--- config.mk ---
export PLATFORM = sky130hd
export DESIGN_NAME = vec_ram_loader_flat
export DESIGN_NICKNAME = d
export VERILOG_FILES = /design/src/rtl/vec_ram_loader_if.sv /design/src/rtl/vec_ram_loader.sv /design/src/flat_wrapper.sv
export SDC_FILE = /design/constraint.sdc
export NUM_CORES = 1
export LEC_CHECK = 0
export CORE_MARGIN = 2
export CORE_UTILIZATION = 51
export DETAILED_ROUTE_END_ITERATION = 8
export HOLD_SLACK_MARGIN = 0.1
export PLACE_DENSITY = 0.8
export SYNTH_ARGS = -nofsm -noshare
export SYNTH_HDL_FRONTEND = slang
export SYNTH_SLANG_ARGS = --single-unit
--- constraint.sdc ---
create_clock -name clk -period 2.4 [get_ports clk]
set_input_delay 0.48 -clock clk [delete_from_list [all_inputs] [get_ports clk]]
set_output_delay 0.48 -clock clk [all_outputs]
set_load 0.005 [all_outputs]
--- src/rtl/vec_ram_loader_if.sv ---
// Stream-in, RAM-port and status signals of the vector RAM loader.
// The slave modport is the loader's view; master is the environment's view.
interface vec_ram_loader_if #(
  parameter int DW = 8,
  parameter int AW = 7
);
  logic          start;
  logic [AW:0]   len;
  logic [DW-1:0] exp_sum;
  logic [DW-1:0] in_data;
  logic          in_valid;
  logic          in_ready;
  logic [AW-1:0] wr_addr;
  logic [DW-1:0] wr_data;
  logic          wr_en;
  logic [AW-1:0] rd_addr;
  logic [DW-1:0] rd_q;
  logic          busy;
  logic          done;
  logic [DW-1:0] checksum;
  logic          err;

  modport master (
    output start, len, exp_sum, in_data, in_valid, rd_q,
    input  in_ready, wr_addr, wr_data, wr_en, rd_addr, busy, done, checksum, err
  );

  modport slave (
    input  start, len, exp_sum, in_data, in_valid, rd_q,
    output in_ready, wr_addr, wr_data, wr_en, rd_addr, busy, done, checksum, err
  );
endinterface

--- src/rtl/vec_ram_loader.sv ---
// Loads a counted word stream into RAM port A, then reads it back over port B
// and compares the modular sum against an expected checksum.
module vec_ram_loader #(
  parameter int DW = 8,
  parameter int AW = 7
) (
  input logic           clk,
  input logic           rst_l,
  vec_ram_loader_if.slave bus
);
  localparam logic [AW:0] DEPTH = {1'b1, {AW{1'b0}}};

  typedef enum logic [2:0] {IDLE, LOAD, DRAIN, VERIFY, FIN} state_t;
  state_t st, nxt;

  logic [AW:0]   len_q, idx, ridx;
  logic [DW-1:0] exp_q, wr_data_q, cs_q;
  logic [AW-1:0] wr_addr_q;
  logic          wr_en_q, err_q, bad_done;
  logic          len_ok, hs;

  assign len_ok = (bus.len <= DEPTH);
  assign hs     = (st == LOAD) && bus.in_valid;

  always_ff @(posedge clk or negedge rst_l) begin
    if (!rst_l) st <= IDLE;
    else        st <= nxt;
  end

  always_comb begin
    nxt = st;
    case (st)
      IDLE:    if (bus.start && len_ok) nxt = (bus.len == '0) ? FIN : LOAD;
      LOAD:    if (hs && (idx == len_q - 1'b1)) nxt = DRAIN;
      DRAIN:   nxt = VERIFY;
      // one extra cycle beyond the last address lets its read data land
      VERIFY:  if (ridx == len_q) nxt = FIN;
      FIN:     nxt = IDLE;
      default: nxt = IDLE;
    endcase
  end

  always_ff @(posedge clk or negedge rst_l) begin
    if (!rst_l) begin
      len_q     <= '0;
      exp_q     <= '0;
      idx       <= '0;
      ridx      <= '0;
      cs_q      <= '0;
      err_q     <= 1'b0;
      wr_en_q   <= 1'b0;
      wr_addr_q <= '0;
      wr_data_q <= '0;
      bad_done  <= 1'b0;
    end else begin
      wr_en_q  <= 1'b0;
      bad_done <= 1'b0;
      case (st)
        IDLE: if (bus.start) begin
          if (!len_ok) begin
            err_q    <= 1'b1;
            bad_done <= 1'b1;
          end else begin
            len_q <= bus.len;
            exp_q <= bus.exp_sum;
            idx   <= '0;
            ridx  <= '0;
            cs_q  <= '0;
            err_q <= 1'b0;
          end
        end
        LOAD: if (hs) begin
          wr_en_q   <= 1'b1;
          wr_addr_q <= idx[AW-1:0];
          wr_data_q <= bus.in_data;
          idx       <= idx + 1'b1;
        end
        VERIFY: begin
          ridx <= ridx + 1'b1;
          if (ridx != '0) cs_q <= cs_q + bus.rd_q;
        end
        FIN: err_q <= err_q | (cs_q != exp_q);
        default: ;
      endcase
    end
  end

  assign bus.in_ready = (st == LOAD);
  assign bus.busy     = (st != IDLE);
  assign bus.done     = (st == FIN) | bad_done;
  assign bus.rd_addr  = ((st == VERIFY) && (ridx < len_q)) ? ridx[AW-1:0] : '0;
  assign bus.wr_en    = wr_en_q;
  assign bus.wr_addr  = wr_addr_q;
  assign bus.wr_data  = wr_data_q;
  assign bus.checksum = cs_q;
  assign bus.err      = err_q;
endmodule

--- src/flat_wrapper.sv ---
// flat-port wrapper written by rule: the top's interface ports become plain ports
module vec_ram_loader_flat 
#(
  parameter int DW = 8,
  parameter int AW = 7
)
  (clk, rst_l, bus_start, bus_len, bus_exp_sum, bus_in_data, bus_in_valid, bus_rd_q, bus_in_ready, bus_wr_addr, bus_wr_data, bus_wr_en, bus_rd_addr, bus_busy, bus_done, bus_checksum, bus_err);
  vec_ram_loader_if #(.DW(DW), .AW(AW)) bus_i ();
  input logic clk;
  input logic rst_l;
  input wire logic [$bits(bus_i.start)-1:0] bus_start;
  input wire logic [$bits(bus_i.len)-1:0] bus_len;
  input wire logic [$bits(bus_i.exp_sum)-1:0] bus_exp_sum;
  input wire logic [$bits(bus_i.in_data)-1:0] bus_in_data;
  input wire logic [$bits(bus_i.in_valid)-1:0] bus_in_valid;
  input wire logic [$bits(bus_i.rd_q)-1:0] bus_rd_q;
  output wire logic [$bits(bus_i.in_ready)-1:0] bus_in_ready;
  output wire logic [$bits(bus_i.wr_addr)-1:0] bus_wr_addr;
  output wire logic [$bits(bus_i.wr_data)-1:0] bus_wr_data;
  output wire logic [$bits(bus_i.wr_en)-1:0] bus_wr_en;
  output wire logic [$bits(bus_i.rd_addr)-1:0] bus_rd_addr;
  output wire logic [$bits(bus_i.busy)-1:0] bus_busy;
  output wire logic [$bits(bus_i.done)-1:0] bus_done;
  output wire logic [$bits(bus_i.checksum)-1:0] bus_checksum;
  output wire logic [$bits(bus_i.err)-1:0] bus_err;
  assign bus_i.start = bus_start;
  assign bus_i.len = bus_len;
  assign bus_i.exp_sum = bus_exp_sum;
  assign bus_i.in_data = bus_in_data;
  assign bus_i.in_valid = bus_in_valid;
  assign bus_i.rd_q = bus_rd_q;
  assign bus_in_ready = bus_i.in_ready;
  assign bus_wr_addr = bus_i.wr_addr;
  assign bus_wr_data = bus_i.wr_data;
  assign bus_wr_en = bus_i.wr_en;
  assign bus_rd_addr = bus_i.rd_addr;
  assign bus_busy = bus_i.busy;
  assign bus_done = bus_i.done;
  assign bus_checksum = bus_i.checksum;
  assign bus_err = bus_i.err;
  vec_ram_loader #(.DW(DW), .AW(AW)) u_core (.clk(clk), .rst_l(rst_l), .bus(bus_i));
endmodule
run_1/met4.png
Bar = 20 microns. Supply wires on this layer in grey.
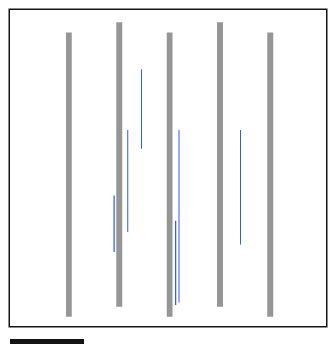
wire length on this layer = 163 microns
share of all routed wire = 1.9%
total via count in the routed design: 3,080
wirelength, routed: 8.492 mm

run_1/wire_density.png
Bar = 20 microns. 17 x 17 tiles, from dark purple (low) to yellow (high), scaled to the fullest tile. Values are wire area over tile area, all layers added.
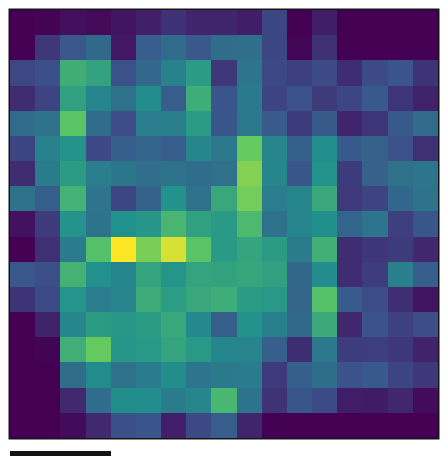
nearly empty tiles = 10%
densest ninth of the die = centre
emptiest ninth of the die = north-east
fullest tile = 0.59
tiles over half the peak = 21%
mean over tiles = 0.19
Overall Global Routing Usage: 25.20%
post-detailed-route wirelength per cell: 14.82 microns

run_1/final_placement.png
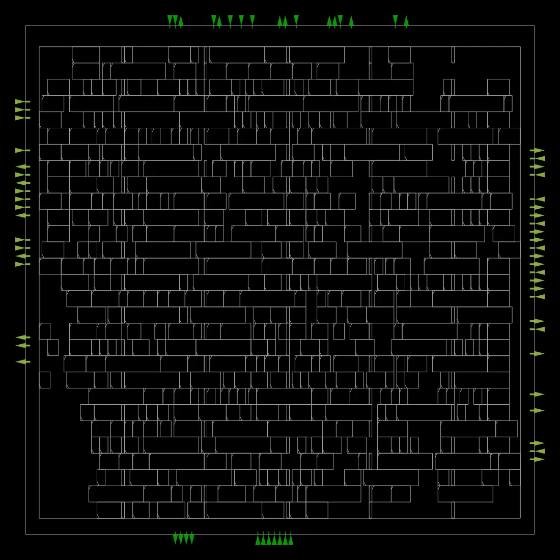
core outline area: 6350 sq um
number of well taps: 77
registers: 61
Core Rows: 29

run_1/registers.png
Other sequential cells in the stronger grey, the rest of the logic in the fainter grey.
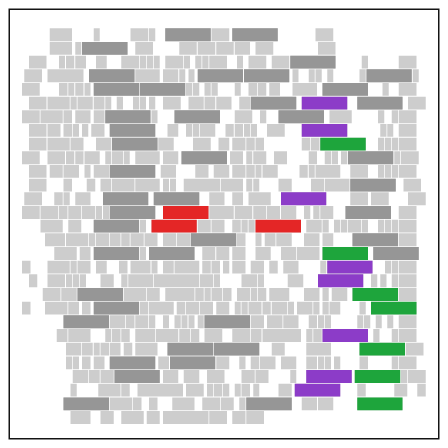
u_core.st -> red  # placed flops 3
u_core.bus.wr_addr -> green  # placed flops 7
u_core.idx -> purple  # placed flops 8
not coloured = 43
post-route core utilization: 74.09%
register share of the cell area: 32.45%
seq pwr: 1.52 mW

==> results.sh, run 1 <==
# implementation run metrics
export IMPL_run_status="complete, but fails checks"
export IMPL_failing_checks="setup timing"
export IMPL_avgSynthCellArea_sq_um=8.911
export IMPL_clkLatencyLatePin_ns=0.33
export IMPL_setup_ws_ns=-0.1157
export IMPL_final_nonclk_buf_share_pct=21.97
export IMPL_critPathKind="register to primary output"
export IMPL_yosys_area_top_type="dfrtp_1"
export IMPL_initialDrtViolationCount=145
export IMPL_rrSetupSlack_ns=0.17
export IMPL_fraction_of_layout_cells_with_a_size_suffix_above_1_pct=18.55
export IMPL_final_setup_viol_count=7
export IMPL_power_per_cell_area_nw_per_um2=880.7
export IMPL_place_gp_congestion=0.8671
export IMPL_chip_area_sq_um=7252
export IMPL_clkTransAtPathRegs_ns=0.06
export IMPL_final_hold_vio_count=0
export IMPL_grt_overflow_total=0
export IMPL_leakage_nw=2.213
export IMPL_postCtsHoldBufs=0
==> run 1: logic make-up after synthesis <==
family | after synthesis | synth area share [%]
simple gates | 179 | 25.14
buf+inv | 30 | 3.501
flops | 61 | 45.44
xor+xnor | 35 | 9.125
fa+ha+maj | 20 | 7.672
compound gates | 51 | 8.827
mux | 1 | 0.2980
==> run 1: layer usage <==
metal,global-route usage [%],up-vias,routed length (microns)
li1,-,1508,-
met1,29.99,1458,3367
met2,44.82,100,4480
met3,4.086,14,481
met4,10.97,0,162
met5,0,-,0
==> run 1: where the power goes <==
part | internal, mW | total [mW] | switching, mW | leakage, nW
registers | 1.31 | 1.52 | 0.208 | 0.805
clock network | 0.394 | 0.757 | 0.362 | 0.0833
logic | 0.961 | 1.87 | 0.911 | 1.32
total | 2.66 | 4.14 | 1.48 | 2.21
==> run 2, diff against run 1 <==
--- a/config.mk
+++ b/config.mk
@@ -7,9 +7,11 @@
 export LEC_CHECK = 0
 export CORE_MARGIN = 2
 export CORE_UTILIZATION = 51
+export CTS_CLUSTER_DIAMETER = 120
 export DETAILED_ROUTE_END_ITERATION = 8
 export HOLD_SLACK_MARGIN = 0.1
 export PLACE_DENSITY = 0.8
 export SYNTH_ARGS = -nofsm -noshare
 export SYNTH_HDL_FRONTEND = slang
 export SYNTH_SLANG_ARGS = --single-unit
+export TNS_END_PERCENT = 50
run_2/registers.png
Other sequential cells in the stronger grey, the rest of the logic in the fainter grey.
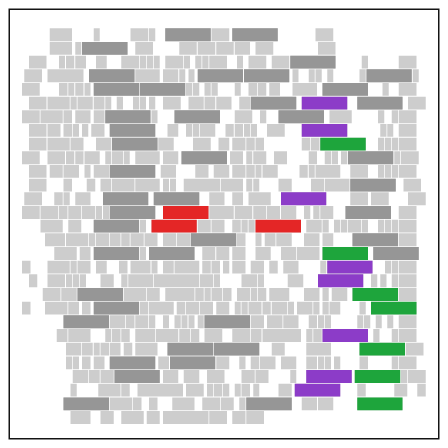
u_core.st -> red  # placed flops 3
u_core.bus.wr_addr -> green  # placed flops 7
u_core.idx -> purple  # placed flops 8
not coloured = 43
seq pwr: 1.51 mW
flip-flop and latch area: 1526 sq um

run_2/clock_map.png
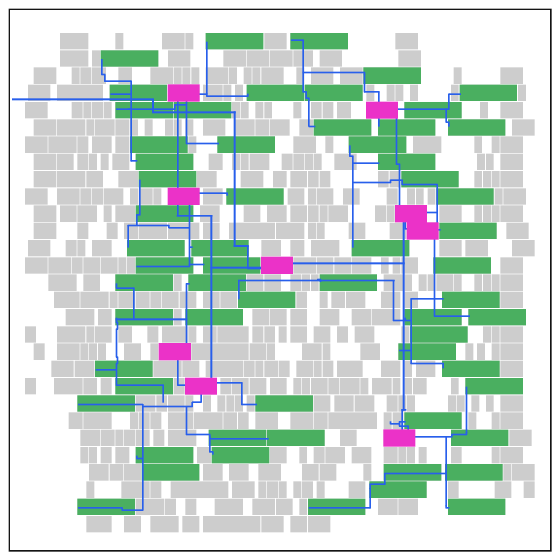
clock wires -> blue  # length 729 microns
flip-flops -> green  # count 61
cells driving clock nets -> magenta  # count 9
flops lie = spread over the die
clk_skew: 0.008082 ns
clock group share of total power: 18.3%

==> run 2 against run 1 <==
  * The flow still finishes with violations (setup timing)
  * Non-clock buffer count did not move
  * First-iteration DRC count fell by 2.8%
  * Setup slack got worse by 0.0079 ns
  * Via count fell by 0.23%
  * Critical path type unchanged
  * Largest power group unchanged
==> results.sh, run 2 <==
# implementation run metrics
export IMPL_dr_wl_met2_mm=4.531
export IMPL_setup_ws_ns=-0.1236
export IMPL_intPower_mw=2.662
export IMPL_fraction_of_layout_cells_with_a_size_suffix_above_1_pct=18.55
export IMPL_floorplan_tapcells=77
export IMPL_post_route_util_pct=74.09
export IMPL_run_status="complete, but fails checks"
export IMPL_final_nonclk_buf_share_pct=21.97
export IMPL_failing_checks="setup timing"
export IMPL_final_setup_viol_count=7
export IMPL_yosys_area_top_type="dfrtp_1"
export IMPL_n_sequential_cell=61
export IMPL_rrSetupSlack_ns=0.16
export IMPL_final_hold_vio_count=0
export IMPL_clkLatencyLatePin_ns=0.34
export IMPL_gr_max_usage_layer="met2"
export IMPL_critPathKind="register to primary output"
export IMPL_swShare_pct=35.75
export IMPL_m1WireLength_mm=3.380
export IMPL_avgSynthCellArea_sq_um=8.911
-- run 2: cell counts after synthesis --
No cell type changed its count.
-- run 2: power groups by stage --
| stage | Combinational, mW | Clock [mW] | Sequential [mW] |
|---|---|---|---|
| 4_1_cts | 1.81 | 0.773 | 1.51 |
| 3_3_place_gp | 1.64 | 0 | 1.51 |
| 6_report | 1.87 | 0.757 | 1.51 |
| 2_1_floorplan | 0.885 | 0 | 1.54 |
| 3_5_place_dp | 1.72 | 0 | 1.52 |
| 5_1_grt | 2.09 | 0.831 | 1.55 |
-- run 2: kinds of logic after synthesis --
group / Yosys count / synth area share, %
compound gates: 51 / 8.827
buf+inv: 30 / 3.501
fa+ha+maj: 20 / 7.672
simple gates: 179 / 25.14
xor+xnor: 35 / 9.125
mux: 1 / 0.2980
flops: 61 / 45.44
Power is estimated from default activity; no workload was simulated.
